===== src/rtl/csr_file.sv =====
// Machine-mode CSR file: counter reads, trap CSRs, trap/mret redirect.
// Read data and the illegal flag are returned registered into MEM.
module csr_file #(
  parameter int unsigned      XLEN        = 32,
  parameter logic [XLEN-1:0] MTVEC_RESET = '0
) (
  input  logic            CLK,
  input  logic            RST,
  input  logic            csr_en,
  input  logic [1:0]      csr_op,
  input  logic [11:0]     csr_addr,
  input  logic [XLEN-1:0] csr_wdata,
  input  logic            csr_src_zero,
  input  logic [63:0]     cycle_cnt,
  input  logic [63:0]     instret_cnt,
  input  logic            stall,
  input  logic            trap_req,
  input  logic [XLEN-1:0] trap_cause,
  input  logic [XLEN-1:0] trap_pc,
  input  logic            mret_req,
  output logic [XLEN-1:0] csr_rdata,
  output logic            csr_illegal,
  output logic            redirect_valid,
  output logic [XLEN-1:0] redirect_pc
);

  localparam logic [1:0] OpRw = 2'b01;
  localparam logic [1:0] OpRs = 2'b10;
  localparam logic [1:0] OpRc = 2'b11;

  logic            mie_q, mie_d;
  logic            mpie_q, mpie_d;
  logic [XLEN-1:0] mtvec_q, mtvec_d;
  logic [XLEN-1:0] mepc_q, mepc_d;
  logic [XLEN-1:0] mcause_q, mcause_d;
  logic [XLEN-1:0] mscratch_q, mscratch_d;
  logic [XLEN-1:0] rdata_q, rdata_d;
  logic            ill_q, ill_d;
  logic            rv_q, rv_d;
  logic [XLEN-1:0] rpc_q, rpc_d;

  logic [XLEN-1:0] mstatus_rd;
  logic [XLEN-1:0] rd_val;
  logic [XLEN-1:0] wval;
  logic            legal, ro, cnt;
  logic            wr_try, illegal;

  // mstatus view: MPP hardwired to M, only MIE/MPIE live
  always_comb begin
    mstatus_rd        = '0;
    mstatus_rd[12:11] = 2'b11;
    mstatus_rd[7]     = mpie_q;
    mstatus_rd[3]     = mie_q;
  end

  // address decode and read mux
  always_comb begin
    rd_val = '0;
    legal  = 1'b1;
    ro     = 1'b0;
    cnt    = 1'b0;
    unique case (csr_addr)
      12'h300: rd_val = mstatus_rd;
      12'h305: rd_val = mtvec_q;
      12'h340: rd_val = mscratch_q;
      12'h341: rd_val = mepc_q;
      12'h342: rd_val = mcause_q;
      12'hC00: begin rd_val = cycle_cnt[31:0];    ro = 1'b1; end
      12'hC80: begin rd_val = cycle_cnt[63:32];   ro = 1'b1; end
      12'hC02: begin rd_val = instret_cnt[31:0];  ro = 1'b1; end
      12'hC82: begin rd_val = instret_cnt[63:32]; ro = 1'b1; end
      12'hB00: begin rd_val = cycle_cnt[31:0];    cnt = 1'b1; end
      12'hB80: begin rd_val = cycle_cnt[63:32];   cnt = 1'b1; end
      12'hB02: begin rd_val = instret_cnt[31:0];  cnt = 1'b1; end
      12'hB82: begin rd_val = instret_cnt[63:32]; cnt = 1'b1; end
      default: legal = 1'b0;
    endcase
  end

  // write value and legality
  always_comb begin
    wr_try = (csr_op == OpRw) ||
             (((csr_op == OpRs) || (csr_op == OpRc)) &&
              !csr_src_zero);
    illegal = !legal || (ro && wr_try);
    wval = rd_val;
    unique case (csr_op)
      OpRw:    wval = csr_wdata;
      OpRs:    wval = rd_val | csr_wdata;
      OpRc:    wval = rd_val & ~csr_wdata;
      default: wval = rd_val;
    endcase
  end

  // next state: trap > mret > CSR access
  always_comb begin
    mie_d      = mie_q;
    mpie_d     = mpie_q;
    mtvec_d    = mtvec_q;
    mepc_d     = mepc_q;
    mcause_d   = mcause_q;
    mscratch_d = mscratch_q;
    rdata_d    = rdata_q;
    ill_d      = 1'b0;
    rv_d       = 1'b0;
    rpc_d      = rpc_q;
    if (trap_req) begin
      mepc_d   = {trap_pc[XLEN-1:2], 2'b00};
      mcause_d = trap_cause;
      mpie_d   = mie_q;
      mie_d    = 1'b0;
      rv_d     = 1'b1;
      rpc_d    = mtvec_q;
    end else if (mret_req) begin
      mie_d  = mpie_q;
      mpie_d = 1'b1;
      rv_d   = 1'b1;
      rpc_d  = mepc_q;
    end else if (csr_en) begin
      ill_d   = illegal;
      rdata_d = illegal ? '0 : rd_val;
      if (wr_try && !illegal && !cnt) begin
        case (csr_addr)
          12'h300: begin
            mie_d  = wval[3];
            mpie_d = wval[7];
          end
          12'h305: mtvec_d    = {wval[XLEN-1:2], 2'b00};
          12'h340: mscratch_d = wval;
          12'h341: mepc_d     = {wval[XLEN-1:2], 2'b00};
          12'h342: mcause_d   = wval;
          default: ;
        endcase
      end
    end
  end

  // state registers; stall freezes everything
  always_ff @(posedge CLK or posedge RST) begin
    if (RST) begin
      mie_q      <= 1'b0;
      mpie_q     <= 1'b0;
      mtvec_q    <= {MTVEC_RESET[XLEN-1:2], 2'b00};
      mepc_q     <= '0;
      mcause_q   <= '0;
      mscratch_q <= '0;
      rdata_q    <= '0;
      ill_q      <= 1'b0;
      rv_q       <= 1'b0;
      rpc_q      <= '0;
    end else if (!stall) begin
      mie_q      <= mie_d;
      mpie_q     <= mpie_d;
      mtvec_q    <= mtvec_d;
      mepc_q     <= mepc_d;
      mcause_q   <= mcause_d;
      mscratch_q <= mscratch_d;
      rdata_q    <= rdata_d;
      ill_q      <= ill_d;
      rv_q       <= rv_d;
      rpc_q      <= rpc_d;
    end
  end

  assign csr_rdata      = rdata_q;
  assign csr_illegal    = ill_q;
  assign redirect_valid = rv_q;
  assign redirect_pc    = rpc_q;

endmodule


===== config.mk =====
export PLATFORM = sky130hd
export DESIGN_NAME = csr_file
export DESIGN_NICKNAME = d
export VERILOG_FILES = /design/src/rtl/csr_file.sv
export SDC_FILE = /design/constraint.sdc
export NUM_CORES = 1
export LEC_CHECK = 0
export CAP_MARGIN = 0
export CORE_MARGIN = 5
export CORE_UTILIZATION = 49
export DETAILED_ROUTE_END_ITERATION = 16
export GPL_TIMING_DRIVEN = 1
export PLACE_DENSITY = 0.82
export SLEW_MARGIN = 20
export SYNTH_ARGS = -nofsm -noshare
export SYNTH_HDL_FRONTEND = slang
export SYNTH_SLANG_ARGS = --single-unit

===== constraint.sdc =====
create_clock -name CLK -period 13.7 [get_ports CLK]
set_input_delay 1.37 -clock CLK [delete_from_list [all_inputs] [get_ports CLK]]
set_output_delay 1.37 -clock CLK [all_outputs]
set_load 0.02 [all_outputs]

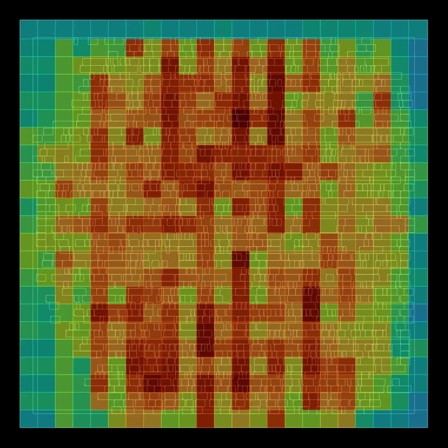
**Above:** routing congestion.
Avg WL per Cell: 24.6 um
routing usage on met2: 48.7%

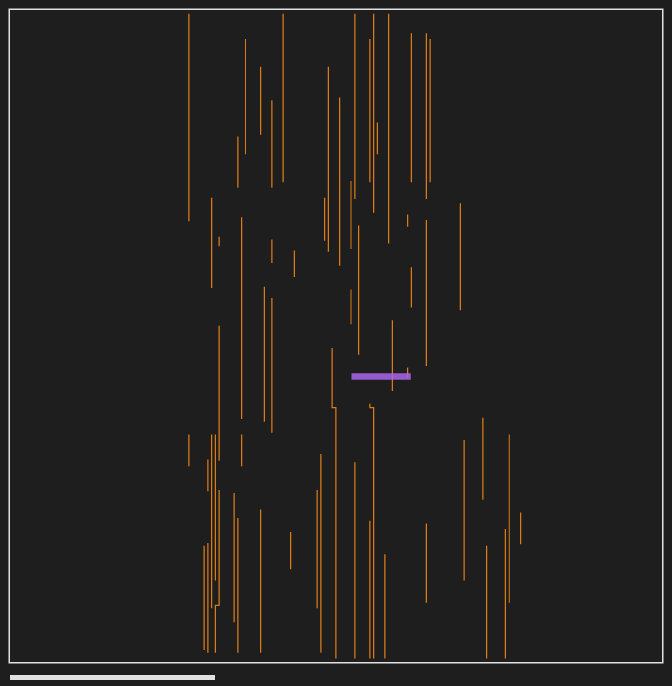
**Above:** routed metal, one colour a layer.
The bar under the picture is 50 um long. Only two layers are drawn.
purple -> metal 5  # wire length 12.9 um
orange -> metal 4  # wire length 1,700 um
Post-Route WL: 42,600 um
vias: 11,200
gr usage total: 32.2%

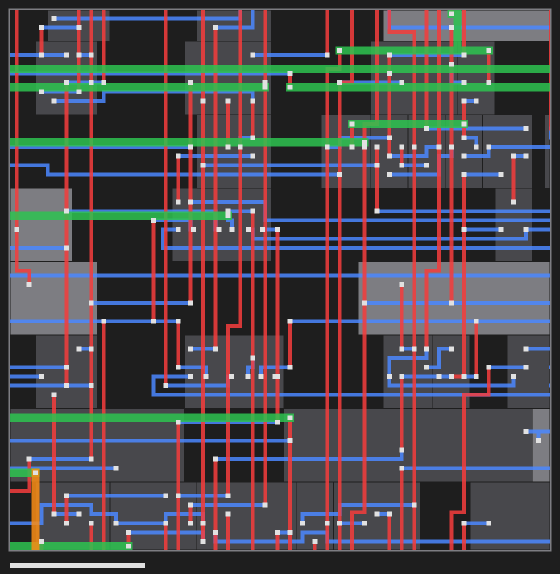
**Above:** a small window of the routed layout.
The bar under the picture is 5 um long. Window x 109 to 129, y 109 to 129 um. Cells in grey, sequential cells in the stronger grey; small squares are vias.
orange -> metal 4
red -> metal 2
blue -> metal 1
green -> metal 3
most frequent = nand2_1 (7), o21ai_1 (3)
netlist names of flops here include = `mscratch_q` (1)
cells with their middle in the window = 26
sequential cells in the window = 1

==> flow_metrics.py <==
# Physical implementation metrics
metrics = {
    "pwr": {
        "seqPwrFrac_pct": 44.5,
        "p_int_mw": 0.997,
        "power_frac_comb_pct": 19.6,
        "pwr-share-clk_pct": 35.9,
        "p_leak_nw": 5.79,
        "p_switching_mw": 0.412,
        "p_sw_share_pct": 29.3,
        "powerDensity_nw_per_um2": 96.6,
    },
    "worst_setup_path": {
        "worstRegToRegCells": 7,
        "slowest_delay_ns": 0.98,
        "startpoint_type": "input port",
        "path_delay_family": "simple AND/OR/NAND/NOR gates",
        "r2r_end": "mcause_q[3]",
        "crit_buf_inv": 1,
        "regToRegStartpoint": "mie_q",
        "endpoint_kind": "flip-flop",
        "worstPathArrival_ns": 5.80,
        "rrSetupSlack_ns": 11.46,
        "critical_path_class": "in2reg",
        "crit_required_ns": 14.05,
    },
    "synth": {
        "largest_area_cell": "dfrtp_1",
        "ys_types": 72,
        "numSynthFlops": 190,
        "syn_inst": 1195,
        "async_flop_share_pct": 100,
        "yosys-top-cells-count": "nand2_1, dfrtp_1, o21ai_1",
        "yosys_cells": 1195,
        "yosys_warnings": 0,
        "top_cell_area_share_pct": 43.6,
        "postSynthAreaPerCell_um2": 9.13,
        "edf_count": 0,
        "synth.area.top_cells": "dfrtp_1, nand2_1, a22oi_1, o21ai_1, mux2i_1",
    },
    "sta": {
        "setup_violations": 0,
        "worst_slew_pin_slew_ns": 1.06,
        "period_minus_slack_ns": 5.45,
        "finalCritPeriodShare_pct": 39.8,
        "rsz0062_at_grt": "false",
        "relSlewSlack_pct": 29.1,
        "max_freq_mhz": 183,
        "holdWs_ns": 0.481,
    },
    "drt": {
        "avgViaCountPerCell": 6.49,
        "ant_nets": 0,
        "detail_route.first_pass.iterations": 6,
    },
    "clock_network": {
        "cts_tree": "done",
        "holdBufCountCts": 0,
        "cts.sinks": 190,
        "path_clk_slew_ns": 0.08,
        "cts_root_buffer": "clkbuf_16",
        "clk_path_buf_depth": 2,
        "cts_resized": 0,
        "htree_levels": 4,
    },
    "placed_design": {
        "portBuffers": 306,
        "place.gp.congestion": 0.933,
    },
    "cells_and_area": {
        "layout.nets": 1677,
        "instances_no_fill": 1730,
        "syn2layout_area_growth_pct": 33.8,
    },
    "job": {
        "warnings": 31,
    },
    "floorplan": {
        "dieArea_um2": 25300,
        "fp_util_pct": 49.8,
        "ios": 311,
        "core_area_um2": 21900,
        "num_rows": 54,
        "die_height_um": 159,
    },
    "min_path": {
        "min_to": "csr_rdata[24]",
        "worstHoldPathCells": 2,
    },
    "global_routing": {
        "grt_pass1_vias": 11000,
        "grt-ovfl-total": 0,
    },
    "run_status": {
        "status": "finished clean",
    },
}
layer usage:
layer	up-vias	routed length (um)	track usage, %
li1	4901	-	-
met1	5441	16500	42.7
met2	765	19300	48.7
met3	124	5120	11.0
met4	2	1700	12.6
met5	-	12	0
stage by stage:
stage	util (%)	instance area, um2	total power [mW]
finish	66.7	14600	1.41
global route	66.6	14600	1.46
CTS	66.6	14600	1.40
detailed placement	63.9	14000	0.908
global placement	63.9	14000	0.900
floorplan	-	10900	0.764
state kept, by name (all words and copies together) (netlist names):
register	count
csr_illegal	1
redirect_valid	1
mscratch_q	32
mtvec_q	30
mcause_q	32
redirect_pc	30
mie_q	1
csr_rdata	32
mpie_q	1
mepc_q	30
worst reg2reg max path: stages (launching register included):
cell	delay, ns
dfrtp_1	0.41
nor3b_1	0.16
a31oi_1	0.15
or4_1	0.12
o21ai_1	0.07
a211oi_1	0.74
a21o_1	0.33
o211ai_1	0.13
how the worst max path moves through the flow:
stage                 from          end  depth (start not counted)
6_report       csr_addr[6]    mepc_q[9]                          7
5_1_grt        csr_addr[6]    mepc_q[9]                          7
4_1_cts        csr_addr[6]    mepc_q[9]                          7
3_5_place_dp   csr_addr[6]    mepc_q[9]                          7
3_3_place_gp   csr_addr[6]   mepc_q[31]                          7
2_1_floorplan          RST  csr_illegal                          1
layout by cell type (no fill, tap or decap), drive strengths merged, types with 13 or more instances in the layout:
| cell | Yosys | layout |
|---|---|---|
| nand2 | 209 | 209 |
| buf | 55 | 21 |
| mux2 | 29 | 29 |
| a21oi | 46 | 46 |
| inv | 8 | 16 |
| a211oi | 22 | 22 |
| o21ai | 145 | 145 |
| xnor2 | 30 | 30 |
| a22o | 15 | 15 |
| clkdlybuf4s50 | 0 | 303 |
| mux2i | 48 | 48 |
| o2bb2ai | 13 | 13 |
| nor2 | 34 | 34 |
| o31ai | 31 | 31 |
| nand3 | 38 | 38 |
| clkbuf | 52 | 18 |
| o211ai | 16 | 16 |
| a22oi | 80 | 80 |
| o22ai | 17 | 17 |
| dfrtp | 190 | 190 |
final cells by class:
cell class	count	area, um2
Fill cell	1777	7300
Multi-Input combinational cell	891	5660
Sequential cell	190	4750
Timing Repair Buffer	324	3190
Clock buffer	18	439
Tap cell	280	350
Clock inverter	14	149
Inverter	8	37.5
Antenna cell	5	12.5
kinds of logic (layout without fill, tap and decap cells):
family	Yosys count	in the layout	synth area share [%]
other	1	7	0.0344
multiplexers	77	77	7.40
flip-flops	190	190	43.6
XOR/XNOR	30	30	2.41
AND/OR/NAND/NOR	360	360	16.0
AND-OR/OR-AND	422	422	25.6
buffers and inverters	115	364	4.90
power by group through the flow:
stage | clock (mW) | combinational [mW] | sequential [mW]
finish | 0.506 | 0.276 | 0.627
detailed placement | 0 | 0.271 | 0.637
CTS | 0.506 | 0.273 | 0.626
global placement | 0 | 0.265 | 0.635
floorplan | 0 | 0.120 | 0.644
global route | 0.531 | 0.293 | 0.631
Power figures rest on the tool's default switching activity, not on a simulated workload.
